**src/rtl/int_sched_if.sv**
```systemverilog
// -----------------------------------------------------------------------------
// int_sched_if
// Bundles the interrupt scheduler's source, qualifier and trap-handshake
// signals.
//   slave  : the scheduler (consumes lines/qualifiers, produces req/cause/status)
//   master : the core/CSR side (drives lines/qualifiers, observes req/cause/status)
// Signals:
//   mtime_interrupt, software_interrupt, external_interrupt : raw level lines
//   mstatus_mie, mie_mtie, mie_msie, mie_meie               : enables
//   instr_valid_ex2, cancel_instr_ex2, is_amo_instr_mem     : take qualifiers
//   trap_ack                                                : handler entered
//   int_req_ex2, int_cause_ex2                              : combinational take
//   int_cause_q                                             : cause latched at take
//   mip_mtip, mip_msip, mip_meip                            : registered pending
//   int_busy, int_timeout                                   : status
// -----------------------------------------------------------------------------
interface int_sched_if;
  logic       mtime_interrupt;
  logic       software_interrupt;
  logic       external_interrupt;
  logic       mstatus_mie;
  logic       mie_mtie;
  logic       mie_msie;
  logic       mie_meie;
  logic       instr_valid_ex2;
  logic       cancel_instr_ex2;
  logic       is_amo_instr_mem;
  logic       trap_ack;
  logic       int_req_ex2;
  logic [3:0] int_cause_ex2;
  logic [3:0] int_cause_q;
  logic       mip_mtip;
  logic       mip_msip;
  logic       mip_meip;
  logic       int_busy;
  logic       int_timeout;

  modport slave (
    input  mtime_interrupt, software_interrupt, external_interrupt,
           mstatus_mie, mie_mtie, mie_msie, mie_meie,
           instr_valid_ex2, cancel_instr_ex2, is_amo_instr_mem, trap_ack,
    output int_req_ex2, int_cause_ex2, int_cause_q,
           mip_mtip, mip_msip, mip_meip, int_busy, int_timeout
  );

  modport master (
    output mtime_interrupt, software_interrupt, external_interrupt,
           mstatus_mie, mie_mtie, mie_msie, mie_meie,
           instr_valid_ex2, cancel_instr_ex2, is_amo_instr_mem, trap_ack,
    input  int_req_ex2, int_cause_ex2, int_cause_q,
           mip_mtip, mip_msip, mip_meip, int_busy, int_timeout
  );
endinterface

```
**src/rtl/int_sched.sv**
```systemverilog
// -----------------------------------------------------------------------------
// int_sched
// Machine-mode interrupt scheduler for the EX2 stage. Registers the raw
// interrupt lines into mip bits, picks the highest-priority enabled source
// (MEI > MSI > MTI), raises a one-cycle take against a safe EX2 instruction,
// then sequences the trap handshake: WAIT_ACK (bounded by ACK_TIMEOUT),
// HOLDOFF (HOLDOFF_CYCLES), back to IDLE. Only one interrupt is in flight.
// Ports:
//   clk   : core clock
//   rst_n : asynchronous active-low reset
//   bus   : int_sched_if.slave (see interface header for signal list)
// -----------------------------------------------------------------------------
module int_sched #(
  parameter int ACK_TIMEOUT    = 16,  // 1..255
  parameter int HOLDOFF_CYCLES = 2    // 1..15
) (
  input  logic        clk,
  input  logic        rst_n,
  int_sched_if.slave  bus
);

  typedef enum logic [1:0] {
    IDLE     = 2'd0,
    WAIT_ACK = 2'd1,
    HOLDOFF  = 2'd2
  } state_t;

  localparam logic [7:0] ACK_TO = 8'(ACK_TIMEOUT);
  localparam logic [7:0] HOLD   = 8'(HOLDOFF_CYCLES);

  localparam logic [3:0] CAUSE_MTI = 4'd7;
  localparam logic [3:0] CAUSE_MSI = 4'd3;
  localparam logic [3:0] CAUSE_MEI = 4'd11;

  state_t     r_state;
  logic [7:0] r_cnt;
  logic [3:0] r_cause_q;
  logic       r_timeout;
  logic       r_mtip, r_msip, r_meip;

  logic [2:0] w_elig;
  logic [3:0] w_cause;
  logic       w_take;
  logic [7:0] w_cnt_inc;

  // Pending bits follow the lines one cycle late; they are level, not sticky.
  // NOTE: sequential state uses non-blocking (<=) so every flop samples
  // pre-edge values regardless of block ordering.
  always_ff @(posedge clk or negedge rst_n) begin
    if (!rst_n) begin
      r_mtip <= 1'b0;
      r_msip <= 1'b0;
      r_meip <= 1'b0;
    end else begin
      r_mtip <= bus.mtime_interrupt;
      r_msip <= bus.software_interrupt;
      r_meip <= bus.external_interrupt;
    end
  end

  assign w_elig = {r_meip & bus.mie_meie, r_msip & bus.mie_msie, r_mtip & bus.mie_mtie};

  // NOTE: every always_comb output gets a default first so no latch is inferred.
  always_comb begin
    w_cause = 4'd0;
    if (w_elig[2])      w_cause = CAUSE_MEI;
    else if (w_elig[1]) w_cause = CAUSE_MSI;
    else if (w_elig[0]) w_cause = CAUSE_MTI;
  end

  assign w_take = (r_state == IDLE) & bus.mstatus_mie & (|w_elig) &
                  bus.instr_valid_ex2 & ~bus.cancel_instr_ex2 & ~bus.is_amo_instr_mem;

  // Counter saturates at ACK_TIMEOUT instead of wrapping.
  assign w_cnt_inc = (r_cnt == ACK_TO) ? r_cnt : r_cnt + 8'd1;

  always_ff @(posedge clk or negedge rst_n) begin
    if (!rst_n) begin
      r_state   <= IDLE;
      r_cnt     <= 8'd0;
      r_cause_q <= 4'd0;
      r_timeout <= 1'b0;
    end else begin
      r_timeout <= 1'b0;
      case (r_state)
        IDLE: begin
          if (w_take) begin
            r_cause_q <= w_cause;
            r_cnt     <= 8'd0;
            r_state   <= WAIT_ACK;
          end
        end
        WAIT_ACK: begin
          // Ack has priority over a timeout expiring in the same cycle.
          if (bus.trap_ack) begin
            r_cnt   <= HOLD;
            r_state <= HOLDOFF;
          end else if (w_cnt_inc == ACK_TO) begin
            r_cnt     <= w_cnt_inc;
            r_timeout <= 1'b1;
            r_state   <= IDLE;
          end else begin
            r_cnt <= w_cnt_inc;
          end
        end
        HOLDOFF: begin
          // Loaded with HOLDOFF_CYCLES; leaving at 1 gives exactly that many
          // HOLDOFF cycles before IDLE.
          if (r_cnt <= 8'd1) begin
            r_cnt   <= 8'd0;
            r_state <= IDLE;
          end else begin
            r_cnt <= r_cnt - 8'd1;
          end
        end
        default: begin
          r_cnt   <= 8'd0;
          r_state <= IDLE;
        end
      endcase
    end
  end

  assign bus.int_req_ex2   = w_take;
  assign bus.int_cause_ex2 = w_cause;
  assign bus.int_cause_q   = r_cause_q;
  assign bus.mip_mtip      = r_mtip;
  assign bus.mip_msip      = r_msip;
  assign bus.mip_meip      = r_meip;
  assign bus.int_busy      = (r_state != IDLE);
  assign bus.int_timeout   = r_timeout;

endmodule

```
**src/flat_wrapper.sv**
```systemverilog
// flat-port wrapper written by rule: the top's interface ports become plain ports
module int_sched_flat 
#(
  parameter int ACK_TIMEOUT    = 16,           
  parameter int HOLDOFF_CYCLES = 2            
)
  (clk, rst_n, bus_mtime_interrupt, bus_software_interrupt, bus_external_interrupt, bus_mstatus_mie, bus_mie_mtie, bus_mie_msie, bus_mie_meie, bus_instr_valid_ex2, bus_cancel_instr_ex2, bus_is_amo_instr_mem, bus_trap_ack, bus_int_req_ex2, bus_int_cause_ex2, bus_int_cause_q, bus_mip_mtip, bus_mip_msip, bus_mip_meip, bus_int_busy, bus_int_timeout);
  int_sched_if bus_i ();
  input  logic clk;
  input  logic rst_n;
  input wire logic [$bits(bus_i.mtime_interrupt)-1:0] bus_mtime_interrupt;
  input wire logic [$bits(bus_i.software_interrupt)-1:0] bus_software_interrupt;
  input wire logic [$bits(bus_i.external_interrupt)-1:0] bus_external_interrupt;
  input wire logic [$bits(bus_i.mstatus_mie)-1:0] bus_mstatus_mie;
  input wire logic [$bits(bus_i.mie_mtie)-1:0] bus_mie_mtie;
  input wire logic [$bits(bus_i.mie_msie)-1:0] bus_mie_msie;
  input wire logic [$bits(bus_i.mie_meie)-1:0] bus_mie_meie;
  input wire logic [$bits(bus_i.instr_valid_ex2)-1:0] bus_instr_valid_ex2;
  input wire logic [$bits(bus_i.cancel_instr_ex2)-1:0] bus_cancel_instr_ex2;
  input wire logic [$bits(bus_i.is_amo_instr_mem)-1:0] bus_is_amo_instr_mem;
  input wire logic [$bits(bus_i.trap_ack)-1:0] bus_trap_ack;
  output wire logic [$bits(bus_i.int_req_ex2)-1:0] bus_int_req_ex2;
  output wire logic [$bits(bus_i.int_cause_ex2)-1:0] bus_int_cause_ex2;
  output wire logic [$bits(bus_i.int_cause_q)-1:0] bus_int_cause_q;
  output wire logic [$bits(bus_i.mip_mtip)-1:0] bus_mip_mtip;
  output wire logic [$bits(bus_i.mip_msip)-1:0] bus_mip_msip;
  output wire logic [$bits(bus_i.mip_meip)-1:0] bus_mip_meip;
  output wire logic [$bits(bus_i.int_busy)-1:0] bus_int_busy;
  output wire logic [$bits(bus_i.int_timeout)-1:0] bus_int_timeout;
  assign bus_i.mtime_interrupt = bus_mtime_interrupt;
  assign bus_i.software_interrupt = bus_software_interrupt;
  assign bus_i.external_interrupt = bus_external_interrupt;
  assign bus_i.mstatus_mie = bus_mstatus_mie;
  assign bus_i.mie_mtie = bus_mie_mtie;
  assign bus_i.mie_msie = bus_mie_msie;
  assign bus_i.mie_meie = bus_mie_meie;
  assign bus_i.instr_valid_ex2 = bus_instr_valid_ex2;
  assign bus_i.cancel_instr_ex2 = bus_cancel_instr_ex2;
  assign bus_i.is_amo_instr_mem = bus_is_amo_instr_mem;
  assign bus_i.trap_ack = bus_trap_ack;
  assign bus_int_req_ex2 = bus_i.int_req_ex2;
  assign bus_int_cause_ex2 = bus_i.int_cause_ex2;
  assign bus_int_cause_q = bus_i.int_cause_q;
  assign bus_mip_mtip = bus_i.mip_mtip;
  assign bus_mip_msip = bus_i.mip_msip;
  assign bus_mip_meip = bus_i.mip_meip;
  assign bus_int_busy = bus_i.int_busy;
  assign bus_int_timeout = bus_i.int_timeout;
  int_sched #(.ACK_TIMEOUT(ACK_TIMEOUT), .HOLDOFF_CYCLES(HOLDOFF_CYCLES)) u_core (.clk(clk), .rst_n(rst_n), .bus(bus_i));
endmodule
```
**config.mk**
```make
export PLATFORM = sky130hd
export DESIGN_NAME = int_sched_flat
export DESIGN_NICKNAME = d
export VERILOG_FILES = /design/src/rtl/int_sched_if.sv /design/src/rtl/int_sched.sv /design/src/flat_wrapper.sv
export SDC_FILE = /design/constraint.sdc
export NUM_CORES = 1
export LEC_CHECK = 0
export CORE_MARGIN = 5
export CORE_UTILIZATION = 51
export DETAILED_ROUTE_END_ITERATION = 7
export MAX_ROUTING_LAYER = met4
export PLACE_DENSITY_LB_ADDON = 0.08
export RECOVER_POWER = 25
export SYNTH_ARGS = -nofsm -noshare
export SYNTH_HDL_FRONTEND = slang
export SYNTH_SLANG_ARGS = --single-unit
```
**constraint.sdc**
```tcl
create_clock -name clk -period 2.95 [get_ports clk]
set_clock_uncertainty 0.2 [all_clocks]
set_input_delay 0.4425 -clock clk [delete_from_list [all_inputs] [get_ports clk]]
set_output_delay 0.4425 -clock clk [all_outputs]
set_load 0.01 [all_outputs]
```
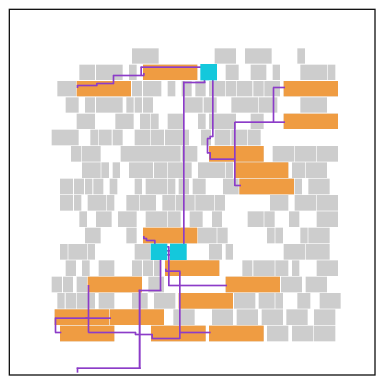
*Clock wires, drivers and flops*
Scale: 6 px per um.
Key: orange = flip-flops [count 17]; cyan = clock-net drivers [count 3]; purple = clock wires [length 225 um]
There are 4 routed clock nets.
Clk power: 127 uW
Late-Pin Clk Latency: 300 ps

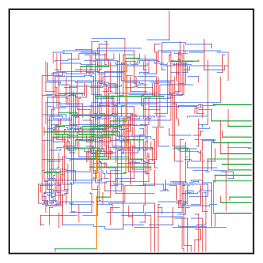
*Metal layers overlaid*
Scale: 4 px per um.
Key: orange = M4 [wire length 48.3 um]; green = M3 [wire length 311 um]; red = M2 [wire length 1670 um]; blue = M1 [wire length 1500 um]

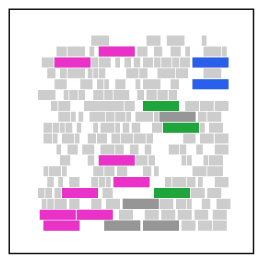
*Where the registers sit*
Scale: 4 px per um. Other sequential cells in the stronger grey, the rest of the logic in the fainter grey.
Key: blue = u_core.r_state [sequential cells 2]; magenta = u_core.r_cnt [sequential cells 8]; green = u_core.bus.int_cause_q [sequential cells 3]
Another 4 sequential cells are not coloured.
Seq area share: 25.8%
Sequential cell area: 425 sq um
sequential power: 368 uW
fin util: 66.6%

==> impl_metrics.tcl <==
# place-and-route summary
set metrics [dict create \
    synth_flop_count 17 \
    clock.fmax_mhz 376 \
    topCellsByArea "dfrtp_1 32%, ha_1 7.6%, nand2_1 3.7%" \
    yosys_area_sq_um 1310 \
    r2r_start "u_core.r_cnt[7]" \
    min_path_cells 1 \
    cts_sinks 17 \
    antenna_found_initial 0 \
    track_usage_pct 22.7 \
    timing.rr.end "u_core.r_state[0]" \
    synth_top_cell_by_area "dfrtp_1" \
    cts_tree "done" \
    arrival_ps 2010 \
    most_common_cell "dfrtp_1" \
    vdd_drop_max_v 0.000509 \
    yosysWarningCount 0 \
    areaGrowthSynthToFinish_pct 25.9 \
    viasPerCell 6.37 \
    place_congestion 0.897 \
    dp_hpwl_um 2750 \
    period_used_pct 90.1 \
    power.total_mw 1.40 \
    io_pins 27 \
    yosysSeqAreaShare_pct 32.4 \
    hold_violations 0 \
    startpoint_type "input pin" \
    nets 203 \
    fp_util_pct 52.9 \
    crit_required_ps 2310 \
    critPathLaunch "bus_mie_mtie" \
    grt_pass1_vias 1270 \
    edf_count 0 \
    avgSynthCellArea_sq_um 8.57 \
    wirelength_um 3520 \
    ctsResizeCount 0 \
    core_area_sq_um 2480 \
    crit_end "bus_int_req_ex2" \
    min_from "u_core.bus.int_cause_q[1]" \
    wl_per_cell_um 16.7 \
    layout.cells.non_filler 211 \
    top_cell_area_share_pct 32.4 \
    clkTransAtPathRegs_ps 100 \
    dieHeight_um 60.7 \
    drc 0 \
    log.warning_count 32 \
    ant_nets 0 \
    hold_class "flop to flop" \
    overflow 0 \
    dieArea_sq_um 3690 \
    htreeDepth 1 \
    num-fill-cells 237 \
    cts_buffers 3 \
    async_flop_share_pct 100 \
    drive_above_1_share_pct 9.39 \
    synth_cell_types 51 \
    cp_max_fo 4 \
    io_buffers 26 \
    max-slew-margin-rel_pct 46.6 \
    outcome "completed" \
    flop_cell "dfrtp_1" \
    grt_pass1_wl_um 6070 \
    cap_violations 0 \
    min_to "u_core.bus.int_cause_q[1]" \
    vias 1345 \
    syn_area_sq_um 1310 \
    cts_root_buffer "clkbuf_4" \
    reg2regPathDepth 5 \
    maxSlewViolCount 0 \
    design_area_sq_um 1650 \
    grt_max_degree 18 \
    setup_violations 0 \
    drt-initial-drc-count 65 \
    setup_slack_ps 293 \
]
layer usage:
layer	GRT usage, %	part of all wire, %
met1	28.7	42
met2	38.2	47
met3	2.13	8.8
met4	7.12	1.4
met5	-	0
cell families (layout without fill, tap and decap cells):
kind of cell,after synthesis,in the layout,share of synthesized area [%]
AND-OR/OR-AND,56,56,31.6
AND/OR/NAND/NOR,48,48,19.7
buffers and inverters,21,49,6.68
flip-flops,17,17,32.4
adder cells (fa/ha/maj),8,8,7.63
XOR/XNOR,3,3,2.00
worst max-delay path, cell delays in order:
cell	delay, ps
clkdlybuf4s50_1	450
a222oi_1	480
nor3_1	140
clkdlybuf4s50_1	510
power breakdown:
part	internal (mW)	switching, mW	total [mW]
registers	0.297	0.0715	0.368
logic	0.384	0.519	0.903
clock network	0.0506	0.0767	0.127
final cells by class:
cell class / instances / area (sq um) / area share (%)
sequential: 17 / 425 / 25.8
multi-input combinational: 115 / 798 / 48.4
tap: 30 / 37.5 / 2.27
clock buffer: 3 / 22.5 / 1.36
inverter: 11 / 41.3 / 2.50
timing repair buffer: 34 / 320 / 19.4
clock inverter: 1 / 5.00 / 0.303
state kept, by name (all words and copies together), names as in the netlist:
register	flops
u_core.r_cnt	8
u_core.bus.int_cause_q	3
u_core.r_state	2
u_core.bus.int_timeout	1
u_core.bus.mip_meip	1
u_core.bus.mip_msip	1
u_core.bus.mip_mtip	1
cells in the final DEF (no fill, tap or decap), types with 4 or more instances in the layout:
master           Yosys  routed
nand2_1             13      13
clkdlybuf4s50_1      0      22
nand4_1              4       4
a21oi_1              5       5
buf_4                2       8
ha_1                 8       8
o21ai_1              7       7
nand3_1              4       4
inv_1               11      11
dlygate4sd3_1        0       4
nor2_1               9       9
o21ai_0              9       9
dfrtp_1             17      17
Power and IR drop assume default switching activity.
